--- config.mk ---
export PLATFORM = sky130hd
export DESIGN_NAME = dht11_ctrl
export DESIGN_NICKNAME = d
export VERILOG_FILES = /design/src/rtl/dht11_ctrl.sv
export SDC_FILE = /design/constraint.sdc
export NUM_CORES = 1
export LEC_CHECK = 0
export ABC_AREA = 1
export CELL_PAD_IN_SITES_DETAIL_PLACEMENT = 0
export CELL_PAD_IN_SITES_GLOBAL_PLACEMENT = 1
export CORE_MARGIN = 1
export CORE_UTILIZATION = 44
export CTS_BUF_LIST = sky130_fd_sc_hd__clkbuf_16
export DETAILED_ROUTE_END_ITERATION = 6
export PLACE_DENSITY_LB_ADDON = 0.1
export SLEW_MARGIN = 20
export SYNTH_ARGS = -nofsm -noshare
export SYNTH_HDL_FRONTEND = slang
export SYNTH_SLANG_ARGS = --single-unit
--- constraint.sdc ---
create_clock -name clk -period 3.6 [get_ports clk]
set_clock_uncertainty 0.2 [all_clocks]
set_input_delay 0.36 -clock clk [delete_from_list [all_inputs] [get_ports clk]]
set_output_delay 0.36 -clock clk [all_outputs]
set_load 0.03 [all_outputs]
--- src/rtl/dht11_ctrl.sv ---
// dht11_ctrl: sequences DHT11 reader attempts (kick, arm, run, check),
// validates each reading, retries failed attempts after an idle gap, and
// holds the last good reading for the host.
module dht11_ctrl #(
  parameter int GAP_CYCLES  = 100000000,
  parameter int WDOG_CYCLES = 10000000,
  parameter int MAX_RETRY   = 3
) (
  input  logic       clk,
  input  logic       rst,
  input  logic       req,
  input  logic       auto_en,
  output logic       sens_en,
  output logic       sens_rst,
  input  logic       sens_wait,
  input  logic       sens_error,
  input  logic [7:0] sens_hum_int,
  input  logic [7:0] sens_hum_float,
  input  logic [7:0] sens_temp_int,
  input  logic [7:0] sens_temp_float,
  input  logic [7:0] sens_crc,
  output logic [7:0] hum_int,
  output logic [7:0] hum_float,
  output logic [7:0] temp_int,
  output logic [7:0] temp_float,
  output logic       busy,
  output logic       done,
  output logic [1:0] status,
  output logic [2:0] attempts
);

  localparam int          WDW      = $clog2(WDOG_CYCLES + 1);
  localparam logic [26:0] GAP_LAST = 27'(GAP_CYCLES - 1);
  localparam logic [WDW-1:0] WD_LAST = WDW'(WDOG_CYCLES - 1);
  // attempt counter is one bit wider than the port so MAX_RETRY=7 still
  // reaches its final attempt (8); the reported value saturates at 7
  localparam logic [3:0]  MAX_R    = 4'(MAX_RETRY);

  typedef enum logic [2:0] {IDLE, KICK, ARM, RUN, CHECK, GAP} state_t;

  state_t         state, nxt;
  logic           pending, err_seen, to_flt, retry;
  logic [1:0]     arm_cnt;
  logic [WDW-1:0] wd_cnt;
  logic [26:0]    gap_cnt;
  logic [3:0]     att_cnt;
  logic [7:0]     sum;
  logic [1:0]     code;

  // checksum is an 8-bit wrapping sum of the four data bytes
  assign sum = sens_hum_int + sens_hum_float + sens_temp_int + sens_temp_float;

  // attempt result with timeout taking priority over reader error over crc
  always_comb begin
    code = 2'b00;
    if (to_flt)               code = 2'b11;
    else if (err_seen)        code = 2'b10;
    else if (sum != sens_crc) code = 2'b01;
  end

  // state register
  always_ff @(posedge clk or negedge rst) begin
    if (!rst) state <= IDLE;
    else      state <= nxt;
  end

  // next-state logic
  always_comb begin
    nxt = state;
    case (state)
      IDLE:  if (req || pending) nxt = KICK;
      KICK:  nxt = ARM;
      ARM:   if (sens_wait) nxt = RUN;
             else if (arm_cnt == 2'd3) nxt = CHECK;
      RUN:   if (!sens_wait || wd_cnt == WD_LAST) nxt = CHECK;
      CHECK: nxt = GAP;
      GAP:   if (gap_cnt == GAP_LAST) nxt = (retry || auto_en) ? KICK : IDLE;
      default: nxt = IDLE;
    endcase
  end

  // sensor controls and busy decoded from state
  always_comb begin
    sens_en  = (state == KICK) || (state == ARM) || (state == RUN) || (state == CHECK);
    sens_rst = (state == KICK);
    busy     = (state != IDLE);
  end

  // counters, flags and registered results
  always_ff @(posedge clk or negedge rst) begin
    if (!rst) begin
      pending    <= 1'b0;
      err_seen   <= 1'b0;
      to_flt     <= 1'b0;
      retry      <= 1'b0;
      arm_cnt    <= '0;
      wd_cnt     <= '0;
      gap_cnt    <= '0;
      att_cnt    <= '0;
      done       <= 1'b0;
      status     <= 2'b00;
      attempts   <= 3'd0;
      hum_int    <= 8'd0;
      hum_float  <= 8'd0;
      temp_int   <= 8'd0;
      temp_float <= 8'd0;
    end else begin
      done <= 1'b0;
      // a request while busy is remembered once and served from IDLE
      if (state == IDLE) pending <= 1'b0;
      else if (req)      pending <= 1'b1;
      case (state)
        IDLE: if (req || pending) att_cnt <= 4'd1;
        KICK: begin
          err_seen <= 1'b0;
          to_flt   <= 1'b0;
          arm_cnt  <= '0;
          wd_cnt   <= '0;
        end
        ARM: if (!sens_wait) begin
          arm_cnt <= arm_cnt + 2'd1;
          if (arm_cnt == 2'd3) to_flt <= 1'b1;
        end
        RUN: begin
          if (sens_error) err_seen <= 1'b1;
          if (sens_wait) begin
            wd_cnt <= wd_cnt + 1'b1;
            if (wd_cnt == WD_LAST) to_flt <= 1'b1;
          end
        end
        CHECK: begin
          gap_cnt <= '0;
          if (code == 2'b00) begin
            hum_int    <= sens_hum_int;
            hum_float  <= sens_hum_float;
            temp_int   <= sens_temp_int;
            temp_float <= sens_temp_float;
            status     <= 2'b00;
            done       <= 1'b1;
            attempts   <= (att_cnt > 4'd7) ? 3'd7 : att_cnt[2:0];
            retry      <= 1'b0;
          end else if (att_cnt <= MAX_R) begin
            att_cnt <= att_cnt + 4'd1;
            retry   <= 1'b1;
          end else begin
            status   <= code;
            done     <= 1'b1;
            attempts <= (att_cnt > 4'd7) ? 3'd7 : att_cnt[2:0];
            retry    <= 1'b0;
          end
        end
        GAP: begin
          gap_cnt <= gap_cnt + 27'd1;
          // periodic mode starts a fresh transaction
          if (gap_cnt == GAP_LAST && !retry && auto_en) att_cnt <= 4'd1;
        end
        default: ;
      endcase
    end
  end

endmodule

### Pin placement

Pins as bars across the die edge, other pins in gray.
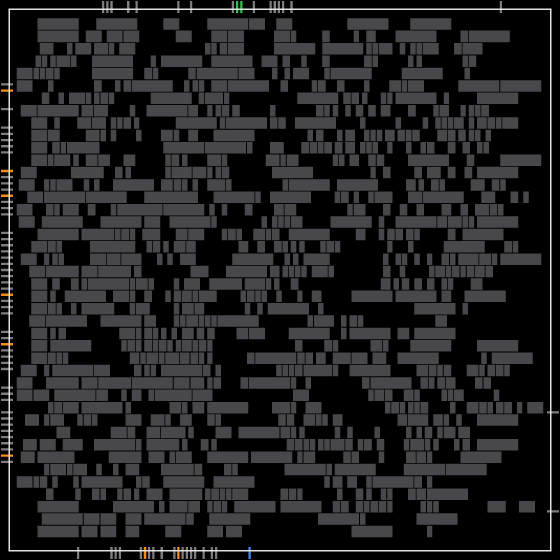
Orange stands for sens_hum_int, pins 8, direction input, edge 6 left, 2 bottom. Green stands for status, pins 2, direction output, edge top. Blue stands for sens_wait, pins 1, direction input, edge bottom.

### Routed metal, one color a layer

Two of the layers only.
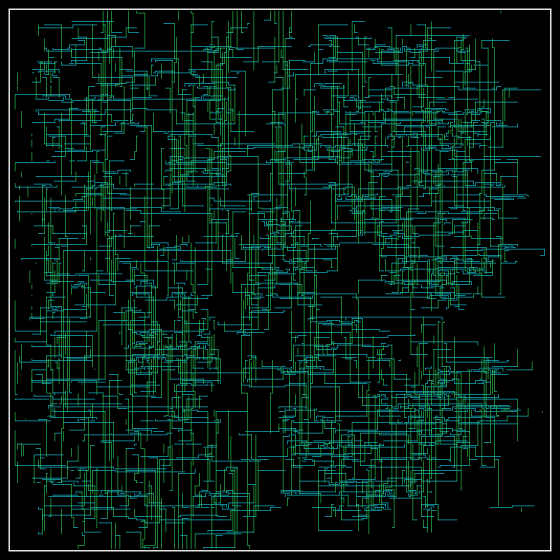
Cyan stands for met1, wire length 6590 µm. Green stands for met2, wire length 6830 µm.

==> metrics.csv <==
stage,metric,value,unit
logic_synthesis,synth_chip_area,0.00599,mm²
pwr,power_sequential,1.35,mW
routing,met3_wirelength,692,µm
logic_synthesis,synth_area,0.00599,mm²
grt,maximum_number_of_pins_on_one_net_before_global_route_repair,78,
logic_synthesis,postSynth.topFlopCell,sky130_fd_sc_hd__dfrtp_1,
final_layout,nMultiInputCombCells,513,
logic_synthesis,post_synth_num_cell_types,50,
logic_synthesis,yosys-mux-area-fraction,0.00668,
placement,preCtsSetupSlack,-0.640,ns
floorplan,chipHeight,119,µm
min_path,timing.hold.worst_endpoint,hum_float[1]$_DFFE_PN0P_,
logic_synthesis,netlist_top_cells_count,"sky130_fd_sc_hd__nand2_1 (169), sky130_fd_sc_hd__inv_1 (116), sky130_fd_sc_hd__dfrtp_1 (102)",
min_path,worstHoldPathCells,3,
logic_synthesis,synth-adder-area-share,0.0698,
floorplan,die.size.x,119,µm
logic_synthesis,logic_family,simple AND/OR/NAND/NOR gates,
grt,number_of_global_route_vias_before_repair,5356,
worst_setup_path,timing.critical_path.cells,buf_6 -> fa_1 -> inv_2 -> fa_1 -> inv_1 -> ha_2 -> fa_2 -> xnor2_1 -> nand3_1 -> nor2_1 -> nand2_1 -> inv_1 -> nand2_1 -> nor2_1 -> nand3_2 -> buf_6 -> buf_12 -> nand3_1 -> nand2_1,
pwr,p_comb_frac,0.367,
worst_setup_path,setup.worst_path.class,input pin to flop,
grt,globalRoute.busiestLayer,met2,
sta,timing.setup.tns,0,ns
routing,drt-total-wl,14400,µm
logic_synthesis,fp_nets,821,
clock_tree,postCtsResizedCells,29,
worst_setup_path,critPathCapture,status[1]$_DFFE_PN0P_,
logic_synthesis,xor_area_frac,0.0219,
worst_setup_path,timing.critical_path.from_type,input pin,
routing,vias,5287,
floorplan,fp.coreArea,0.0132,mm²
logic_synthesis,ys.flops,102,
grt,grt.met1_usage,0.284,
final_layout,final.signal_inverter_count,119,
sta,fin_ws,0.139,ns
final_layout,areaGrowthSynthToFinish,26.8,%
placement,place_hpwl,10300,µm
floorplan,dieArea,0.0141,mm²
clock_tree,clk_pin_slew,0.07,ns
worst_setup_path,crit_path_start,sens_temp_int[1],
grt,globalRouteTotalUtil,0.221,
logic_synthesis,synth.top_cells.by_area,"sky130_fd_sc_hd__dfrtp_1 (43%), sky130_fd_sc_hd__nand2_1 (11%), sky130_fd_sc_hd__inv_1 (7.3%)",
logic_synthesis,ys_cells,750,
final_layout,top_reg_by_flops,gap_cnt,
final_layout,combGateArea,0.00295,mm²
logic_synthesis,edf_count,0,
pwr,pwr-share-clk,0.257,
worst_setup_path,critical_path.max_stage_delay,0.56,ns
sta,slew_headroom,0.518,
logic_synthesis,yosysWarnings,0,
grt,antenna_found_initial,0,
clock_tree,ctsHtreeMaxLevel,3,
sta,tightest_slew,0.723,ns
placement,dp_cells,1014,
final_layout,area_dominant_class,logic gates,
worst_setup_path,timing.critical_path.fanout_max,8,
run_status,outcome,"finished, final reports clean",
sta,hold_viol_final,0,
final_layout,area.sequential,0.00255,mm²
pwr,power.density,472,mW/mm²
routing,routedWlPerCell,13.8,µm
worst_setup_path,timing.critical_path.depth,19,
worst_setup_path,critPathTopFamily,adder cells,
worst_setup_path,endpoint_required_time_on_the_critical_path,3.65,ns
clock_tree,cts.root.buffer_cell,sky130_fd_sc_hd__clkbuf_16,
worst_setup_path,timing.critical_path.slowest_stage_cell,sky130_fd_sc_hd__fa_1,
clock_tree,cts.path.max_buffers,2,
pwr,powerComb,1.31,mW
sta,maxSlewViolCount,0,
flow_run,log.warning_count,27,
final_layout,largestRegisters,"gap_cnt x27, wd_cnt x24",
placement,gp_congestion,0.861,
logic_synthesis,post_synth_inst_count,750,
logic_synthesis,yosys.area.top_type,sky130_fd_sc_hd__dfrtp_1,
final_layout,largest_reg_flops,27,
worst_setup_path,worstRegToRegCells,11,
final_layout,utilization,0.574,
sta,finalCritPeriodShare,0.961,
logic_synthesis,seq_area_frac_synth,0.426,
final_layout,nFillCells,1250,
worst_setup_path,timing.critical_path.arrival,3.51,ns
logic_synthesis,postSynthAreaPerCell,7.99,µm²
logic_synthesis,synthMostInstantiatedCell,sky130_fd_sc_hd__nand2_1,
worst_setup_path,setup.worst_path.end_class,flop,
sta,fmax,0.289,GHz
worst_setup_path,r2r-end,status[1]$_DFFE_PN0P_,
routing,wl_met1,6590,µm
pwr,net-switching-power,1.34,mW
worst_setup_path,worst-r2r-setup-slack,1.12,ns
grt,grtUsageMet2,0.359,
logic_synthesis,post_synth_and_or_nand_nor_area_fraction,0.273,
logic_synthesis,ys_async_rst_share,1.00,
floorplan,num_rows,42,
pwr,cell_internal_pwr,2.25,mW
floorplan,initial_core_util,0.452,
clock_tree,number_of_cts_inserted_buffers,9,
pwr,pwr-share-seq,0.376,
sta,timing.hold.ws,0.0516,ns
worst_setup_path,path_buffers,6,
grt,grt_pass1_wl,25000,µm
final_layout,diodes,0,
pwr,cellLeakagePower,3.45,nW
### Gate-type map

Bar = 20 µm.
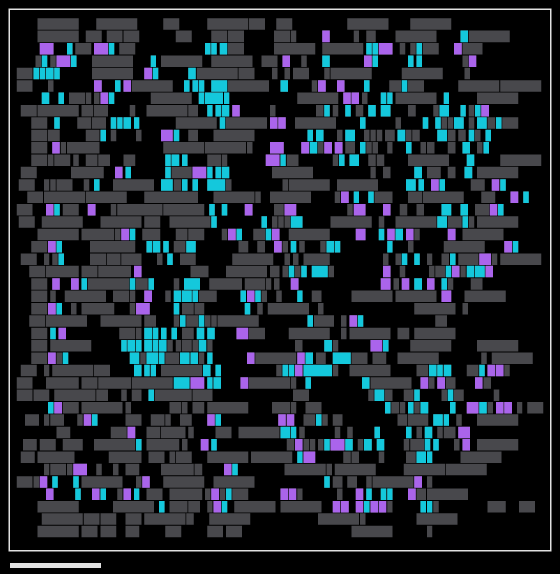
Cyan stands for NAND gates, cells 246, where widely spread. Purple stands for inverting AOI/OAI gates, cells 116, where widely spread.
fraction of standard cell area in multi-input logic: 0.388
Final Instance Count excl. Fillers: 1041
most common cell after layout, fill and taps aside: sky130_fd_sc_hd__nand2_1

### The clock network

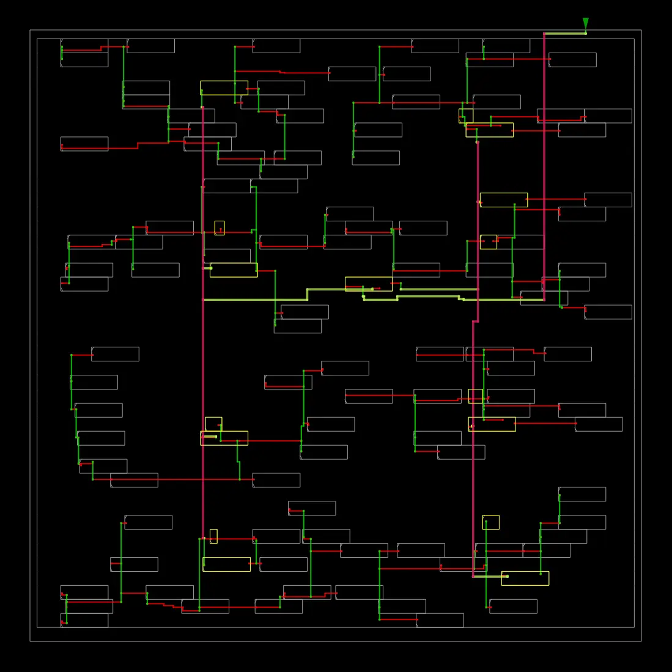
number of clock sinks seen by CTS: 102
clock-net power: 923 µW
Worst-Skew Late Latency: 0.36 ns
CLK BUF: 9

Power is estimated from default activity; no workload was simulated.
